==> images/floorplan.png <==
(4 px per µm) Pins as bars on the die edge.
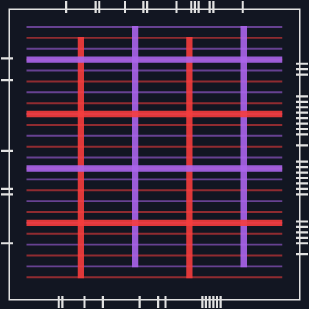
==> images/m2.png <==
(4 px per µm)
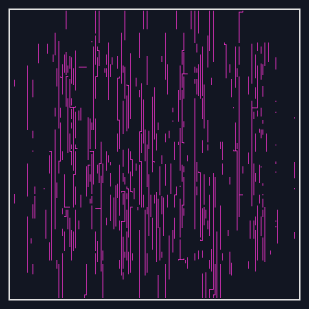
==> images/util_map.png <==
(4 px per µm) The die is cut into 7 by 7 equal tiles; black is low, pale yellow is high, 0 to 100% covered.
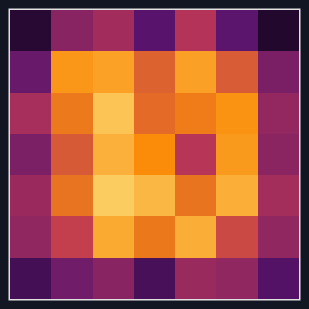
==> images/clock_nets.png <==
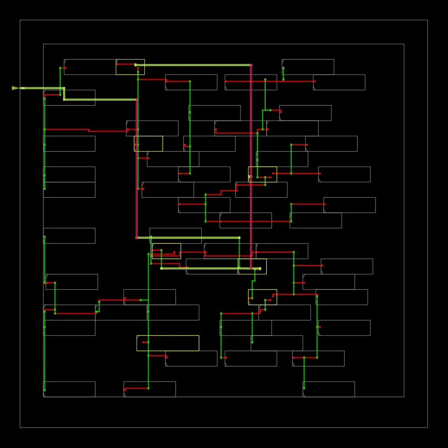
==> images/ff_map.png <==
(4 px per µm) Other sequential cells in the stronger gray, the rest of the logic in the fainter gray.
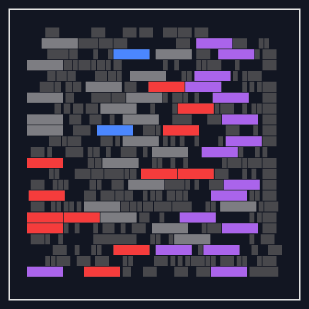
==> src/rtl/ecg_pkg.sv <==
// Shared types and default sizing for the ECG sample write path.
package ecg_pkg;

    localparam int unsigned ECG_DATA_W    = 16;
    localparam int unsigned ECG_ADDR_W    = 12;
    localparam int unsigned ECG_FRAME_LEN = 4096;

    typedef enum logic [1:0] {
        IDLE,
        FILL,
        WAIT_BANK
    } wr_state_t;

endpackage

==> src/rtl/wr_bank_ctrl.sv <==
// Ping-pong bank ownership: tracks which banks the reader holds and which bank is being filled.
module wr_bank_ctrl (
    input  logic       clk,
    input  logic       rst_n,
    input  logic       i_complete,
    input  logic       i_release,
    input  logic       i_rel_bank,
    output logic       o_cur_bank,
    output logic [1:0] o_bank_full,
    output logic       o_next_bank_busy
);

    logic [1:0] r_full;
    logic       r_cur_bank;
    logic [1:0] w_rel_mask;
    logic [1:0] w_set_mask;
    logic [1:0] w_full_rel;
    logic       w_other_bank;

    // Release is applied before the completion set, so a bank freed this cycle is seen as free.
    assign w_rel_mask       = i_release  ? (2'b01 << i_rel_bank) : '0;
    assign w_set_mask       = i_complete ? (2'b01 << r_cur_bank) : '0;
    assign w_full_rel       = r_full & ~w_rel_mask;
    assign w_other_bank     = ~r_cur_bank;
    assign o_next_bank_busy = w_full_rel[w_other_bank];
    assign o_cur_bank       = r_cur_bank;
    assign o_bank_full      = r_full;

    always_ff @(posedge clk or negedge rst_n) begin
        if (!rst_n) begin
            r_full     <= '0;
            r_cur_bank <= 1'b0;
        end else begin
            r_full <= w_full_rel | w_set_mask;
            if (i_complete) begin
                r_cur_bank <= ~r_cur_bank;
            end
        end
    end

endmodule

==> src/rtl/ecg_sample_writer.sv <==
// ECG sample writer: streams samples into a two-bank BRAM, one frame per bank.
// Optional frame total output enabled by defining FRAME_SUM_EN.
module ecg_sample_writer
    import ecg_pkg::*;
#(
    parameter int unsigned DATA_W    = ECG_DATA_W,
    parameter int unsigned ADDR_W    = ECG_ADDR_W,
    parameter int unsigned FRAME_LEN = ECG_FRAME_LEN
) (
    input  logic              clk,
    input  logic              rst_n,
    input  logic              start,
    input  logic              s_valid,
    input  logic [DATA_W-1:0] s_data,
    output logic              s_ready,
    input  logic              bank_release,
    input  logic              rel_bank,
    output logic              wr_en,
    output logic              wr_bank,
    output logic [ADDR_W-1:0] wr_addr,
    output logic [DATA_W-1:0] wr_data,
    output logic              frame_done,
    output logic              frame_bank,
    output logic [1:0]        bank_full
`ifdef FRAME_SUM_EN
    ,output logic [DATA_W+ADDR_W-1:0] frame_sum
`endif
);

    localparam logic [ADDR_W-1:0] LAST_ADDR = ADDR_W'(FRAME_LEN - 1);

    wr_state_t         r_state;
    wr_state_t         w_state_nxt;
    logic              r_s_ready;
    logic [ADDR_W-1:0] r_addr;
    logic              r_wr_en;
    logic              r_wr_bank;
    logic [ADDR_W-1:0] r_wr_addr;
    logic [DATA_W-1:0] r_wr_data;
    logic              r_frame_done;
    logic              r_frame_bank;

    logic              w_accept;
    logic              w_last;
    logic              w_cur_bank;
    logic              w_next_bank_busy;
    logic [1:0]        w_bank_full;

    assign w_accept = s_valid & r_s_ready;
    assign w_last   = w_accept & (r_addr == LAST_ADDR);

    wr_bank_ctrl u_bank_ctrl (
        .clk              (clk),
        .rst_n            (rst_n),
        .i_complete       (w_last),
        .i_release        (bank_release),
        .i_rel_bank       (rel_bank),
        .o_cur_bank       (w_cur_bank),
        .o_bank_full      (w_bank_full),
        .o_next_bank_busy (w_next_bank_busy)
    );

    always_comb begin
        w_state_nxt = r_state;
        case (r_state)
            IDLE: begin
                if (start) begin
                    w_state_nxt = FILL;
                end
            end
            FILL: begin
                if (w_last && w_next_bank_busy) begin
                    w_state_nxt = WAIT_BANK;
                end
            end
            WAIT_BANK: begin
                if (bank_release && (rel_bank == w_cur_bank)) begin
                    w_state_nxt = FILL;
                end
            end
            default: w_state_nxt = IDLE;
        endcase
    end

    // s_ready is registered from the next state so it tracks FILL with no combinational path.
    always_ff @(posedge clk or negedge rst_n) begin
        if (!rst_n) begin
            r_state   <= IDLE;
            r_s_ready <= 1'b0;
        end else begin
            r_state   <= w_state_nxt;
            r_s_ready <= (w_state_nxt == FILL);
        end
    end

    always_ff @(posedge clk or negedge rst_n) begin
        if (!rst_n) begin
            r_addr <= '0;
        end else if (w_accept) begin
            r_addr <= w_last ? '0 : r_addr + 1'b1;
        end
    end

    always_ff @(posedge clk or negedge rst_n) begin
        if (!rst_n) begin
            r_wr_en      <= 1'b0;
            r_wr_bank    <= 1'b0;
            r_wr_addr    <= '0;
            r_wr_data    <= '0;
            r_frame_done <= 1'b0;
            r_frame_bank <= 1'b0;
        end else begin
            r_wr_en      <= w_accept;
            r_frame_done <= w_last;
            if (w_accept) begin
                r_wr_bank <= w_cur_bank;
                r_wr_addr <= r_addr;
                r_wr_data <= s_data;
            end
            if (w_last) begin
                r_frame_bank <= w_cur_bank;
            end
        end
    end

`ifdef FRAME_SUM_EN
    logic [DATA_W+ADDR_W-1:0] r_acc;
    logic [DATA_W+ADDR_W-1:0] r_frame_sum;
    logic [DATA_W+ADDR_W-1:0] w_acc_nxt;

    assign w_acc_nxt = r_acc + (DATA_W+ADDR_W)'(s_data);

    always_ff @(posedge clk or negedge rst_n) begin
        if (!rst_n) begin
            r_acc       <= '0;
            r_frame_sum <= '0;
        end else if (w_accept) begin
            if (w_last) begin
                r_frame_sum <= w_acc_nxt;
                r_acc       <= '0;
            end else begin
                r_acc <= w_acc_nxt;
            end
        end
    end

    assign frame_sum = r_frame_sum;
`endif

    assign s_ready    = r_s_ready;
    assign wr_en      = r_wr_en;
    assign wr_bank    = r_wr_bank;
    assign wr_addr    = r_wr_addr;
    assign wr_data    = r_wr_data;
    assign frame_done = r_frame_done;
    assign frame_bank = r_frame_bank;
    assign bank_full  = w_bank_full;

endmodule

==> config.mk <==
export PLATFORM = sky130hd
export DESIGN_NAME = ecg_sample_writer
export DESIGN_NICKNAME = d
export VERILOG_FILES = /design/src/rtl/ecg_pkg.sv /design/src/rtl/wr_bank_ctrl.sv /design/src/rtl/ecg_sample_writer.sv
export SDC_FILE = /design/constraint.sdc
export NUM_CORES = 1
export LEC_CHECK = 0
export CAP_MARGIN = 20
export CORE_MARGIN = 4
export CORE_UTILIZATION = 50
export DETAILED_ROUTE_END_ITERATION = 10
export PLACE_DENSITY_LB_ADDON = 0.05
export SETUP_SLACK_MARGIN = 0.3
export SYNTH_ARGS = -nofsm -noshare
export SYNTH_HDL_FRONTEND = slang
export SYNTH_HIERARCHICAL = 1
export SYNTH_SLANG_ARGS = --single-unit
==> constraint.sdc <==
create_clock -name clk -period 2.9 [get_ports clk]
set_input_delay 0.29 -clock clk [delete_from_list [all_inputs] [get_ports clk]]
set_output_delay 0.29 -clock clk [all_outputs]
set_load 0.02 [all_outputs]
==> impl_metrics.py <==
# Auto-generated metrics
metrics = {
    "status": {
        "status": "complete, no violations",
    },
    "critical_path": {
        "rr_startpoint": "r_addr[0]",
        "crit_slowest_cell": "clkdlybuf4s50_1",
        "worstPathRequired_ns": 2.61,
        "cp_num_buf_inv": 1,
        "path_delay_family": "buffers and inverters",
        "worstRegToRegCells": 5,
        "critPathKind": "register to output pin",
        "worstPathCellList": "clkdlybuf4s50_1",
    },
    "layout": {
        "regArea_mm2": 0.00125,
        "largest_class": "sequential cells",
        "area_delta_synth_final_pct": 36.7,
        "layout_top_cells": "nand2_1 (98), clkdlybuf4s50_1 (55), dfrtp_1 (50)",
        "seq_share": 0.443,
        "comb_cells": 155,
    },
    "synthesis": {
        "syn_inst": 214,
        "yosys_cells": 214,
        "ys.flops": 50,
        "ys_sh_aoi": 0.0315,
        "topCellsByArea": "dfrtp_1 (61%), nand2_1 (18%), xnor2_1 (3.0%)",
        "synth_warnings": 6,
        "common_cells": "nand2_1 (98), dfrtp_1 (50), nor2_1 (7), xnor2_1 (7)",
        "fp_nets": 237,
    },
    "power": {
        "p_clk_uw": 488,
        "p_comb_uw": 342,
        "switchingPower_uw": 467,
        "combPwrFrac": 0.202,
    },
    "detailed_routing": {
        "wl_met2_mm": 2.05,
        "route.met3.wl_um": 269,
        "dr.pass1.iters": 4,
    },
    "sta": {
        "hold_ws_ns": 0.369,
        "fin_skew_ns": 0.00703,
    },
    "cts": {
        "cts_setup_buffers": 0,
    },
    "min_path": {
        "min-delay-path-class": "input pin to async pin",
    },
    "floorplan": {
        "die_height_um": 72.3,
        "nWellTaps": 50,
    },
    "global_route": {
        "grt_max_degree": 51,
    },
}
Back to the opening pictures, floorplan.png:
| net | color |
|---|---|
| VSS | red |
| VDD | purple |
rows: 23
signal pins: 57
met5 straps: 4
met4 straps: 4
met1 rails: 24

Back to the opening pictures, m2.png:
main direction: vertical
wire length on this layer: 2050 µm

Back to the opening pictures, util_map.png:
densest ninth of the die: center
mean over tiles: 53%
tiles over 75% full: 27%
fullest tile: 89%

Back to the opening pictures, clock_nets.png:
Seq cells: 50
# clock sinks: 50
TritonCTS buffer count: 5
clk ins delay skew pair: 0.30 ns

Back to the opening pictures, ff_map.png:
| name in the netlist | color | sequential cells |
|---|---|---|
| u_bank_ctrl/o_bank_full | blue | 2 |
| wr_addr | red | 12 |
| wr_data | purple | 16 |
not colored: 20

Power figures rest on the tool's default switching activity, not on a simulated workload.
